Figure 1. Sizing map.
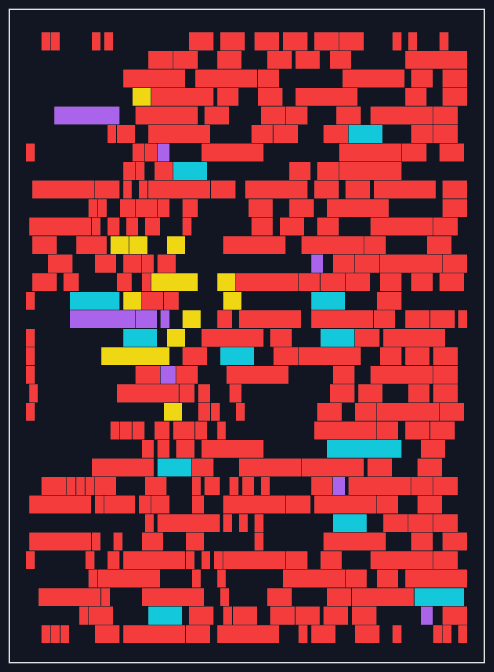
Figure 2. Gate families picked out.
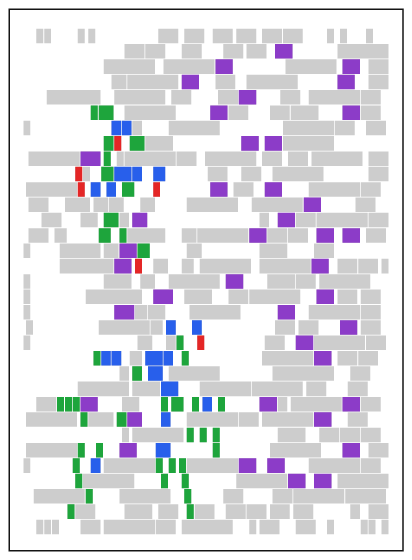
Figure 3. Track usage over the die.
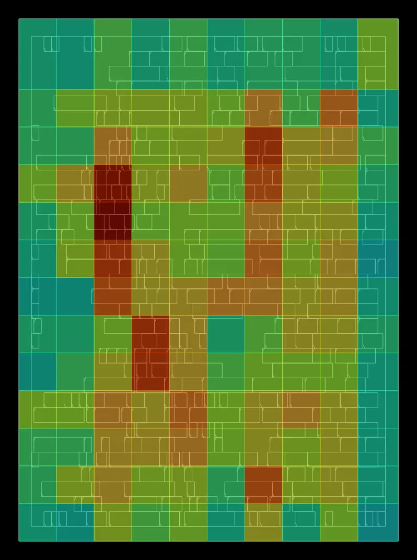
Figure 4. Where the registers sit.
Scale bar: 20 um. Other sequential cells in the stronger gray, the rest of the logic in the fainter gray.
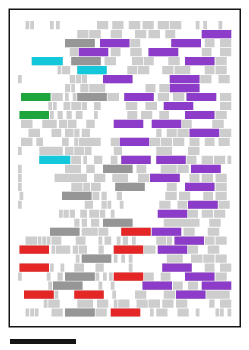
Figure 5. Routed metal, one color a layer.
Only two layers are drawn.
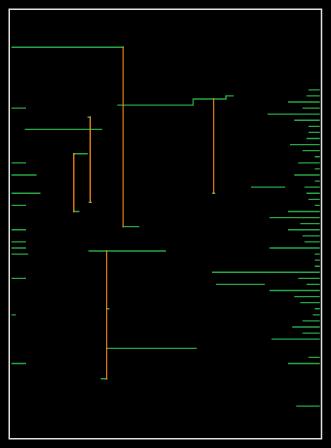
Design inst_loader_flat, sky130hd; sources not shown.
==> changes_impl.md <==
## Implementation

* Status: complete, no violations
* Max Transition Viols Final at 0
* CTS Buffer Depth at 2
* Yosys cell count at 222
* NetSw at 0.00136 W
* Critical path's largest stage delay at 0.54 ns
* Tool Warnings at 26
* P per Cell Area at 1180 mW/mm2
* Die width at 69.5 um
* HP Class: flop to flop
* Antenna Nets Post-Route at 0
* Num Clock Sinks at 57
* TNS Setup at 0 ns
* Via density at 5.02
* Highest metal used: met4
* Count of non-CTS inverters in the layout at 6
* Share of layout cells above drive strength 1 at 10.5%
* CP arrival at 1.54 ns
* WP buf/inv at 1
* Synth area leaders: dfrtp_1, a22o_1, buf_4, nand2_1, o21ai_0
* Largest net degree at the start of global routing at 58
* PortBufs at 82
* MI comb cells at 143
* CP Launch Type: flop
* Number of global-route vias before repair at 1785
* Dpl cells at 365
* P_comb at 0.00180 W
* Metal3 WL at 383 um
* Core area at 0.00582 mm2
* Crit Path Category: flop to output pin
* Total iterations of the first detailed-routing run at 4
* Count of library flops with an enable pin at 0
* IO Pins at 107
* Layout clock area frac at 5.18%
* Worst reg2reg setup slack at 0.17 ns
* CP Data Required Time at 1.64 ns
* Total CTS buffers at 9
* Top cells excl fill/tap: clkdlybuf4s50_1, dfrtp_1, a22o_1
* Residual DRC at 0
* Resize count post-CTS at 3
* Iter 0 DRT Violations at 104
* # rows at 33
* Top pwr grp: combinational cells
* Area reported by Yosys stat at 0.00252 mm2
* Unique cell type count in the Yosys netlist at 40
* Worst reg-to-reg path cell count at 5
* Clock Power at 0.000882 W
* Syn_area_per_cell at 11.4 um2
* Clock Pin Slew Worst Setup and Hold Paths at 0.07 ns
* Netlist area before placement at 0.00252 mm2
* Setup violators final at 0
* # Max-Cap Violations at 0
* Lkg Pwr at 1.64 nW
* Metal2 WL at 2.57 mm
* Top delay family on crit path: buffers and inverters
* Multi-input gate area at 900 um2
* Number of setup buffers added after CTS at 1
* FFs w/ async S/R, synth at 100%
* Flop pwr share at 35.7%
* Initial Util at 43.3%
* First-pass GRT wire length at 8.89 mm
* CTS Hold Bufs at 1
* Part of the cycle the worst path needs at 95.8%
* Slew @ Worst Pin at 0.520 ns
* Hold WS at 0.279 ns
* Grt peak-use layer: met2
* Fillers at 511
* Layout non-clock buf frac at 26.1%
* Met1 WL at 2.53 mm
* Tot Pwr at 0.00418 W
* Clock H-tree levels at 3
* Critical Path End Type: output pin
About Figure 1:
- x3 and x4: yellow (cells 12)
- x6 and larger: cyan (cells 12)
- x2: purple (cells 9)
- x1 and smaller: red (cells 281)
final setup margin: 0.0958 ns
Non-clk bufs: 93
P&R area growth vs syn: 40.6%
design area: 0.00355 mm2

About Figure 2:
- aoi and oai cells: blue (cells 19)
- nand cells: green (cells 41)
- inv cells: red (cells 6)
- non-inverting ao/oa cells: purple (cells 41)
Non-Filler Instances: 384
logic share of the area: 25.4%
most frequent logic cell in the layout: clkdlybuf4s50_1

About Figure 3:
wire per inst: 14.6 um
GR met3 Demand/Resource: 5.55%
M2 GR Usage: 26.0%

About Figure 4:
- u_core.u_hold_timer.r_count: green (sequential cells 2)
- u_core.r_state: cyan (sequential cells 3)
- u_core.bus.Inst_i: purple (sequential cells 32)
- u_core.bus.addr: red (sequential cells 8)
- not colored: 12
flop share of the area: 40.3%
Register Area: 0.00143 mm2
utilization after layout: 60.9%
seq pwr: 0.00149 W

About Figure 5:
- M3: green (wire length 383 um)
- M4: orange (wire length 122 um)
Tot GR Track Use: 17.5%
Detailed Route WL: 5.60 mm
Vias: 1927

==> Yosys cell counts, drive strengths merged (3+ instances only) <==
cell type and count:
buf 36, nor2 4, nand3b 3, nand2b 4
clkbuf 3, nand2 30, dfrtp 57, a21oi 3
inv 6, nand3 3, o21ai 10, a22o 34
nor3 3, a221o 3
==> cells by family (layout without fill, tap and decap cells) <==
kind of cell / count (synthesis) / count (layout) / share of synthesized area, %
DFF: 57 / 57 / 56.5
buffers and inverters: 45 / 114 / 11.5
other: 1 / 24 / 0.149
and+or+nand+nor: 55 / 55 / 10.7
AOI/OAI and AO/OA: 60 / 60 / 18.7
adders and majority gates: 2 / 2 / 0.991
xor gates and xnor gates: 2 / 2 / 1.44
Power is estimated from default activity; no workload was simulated.
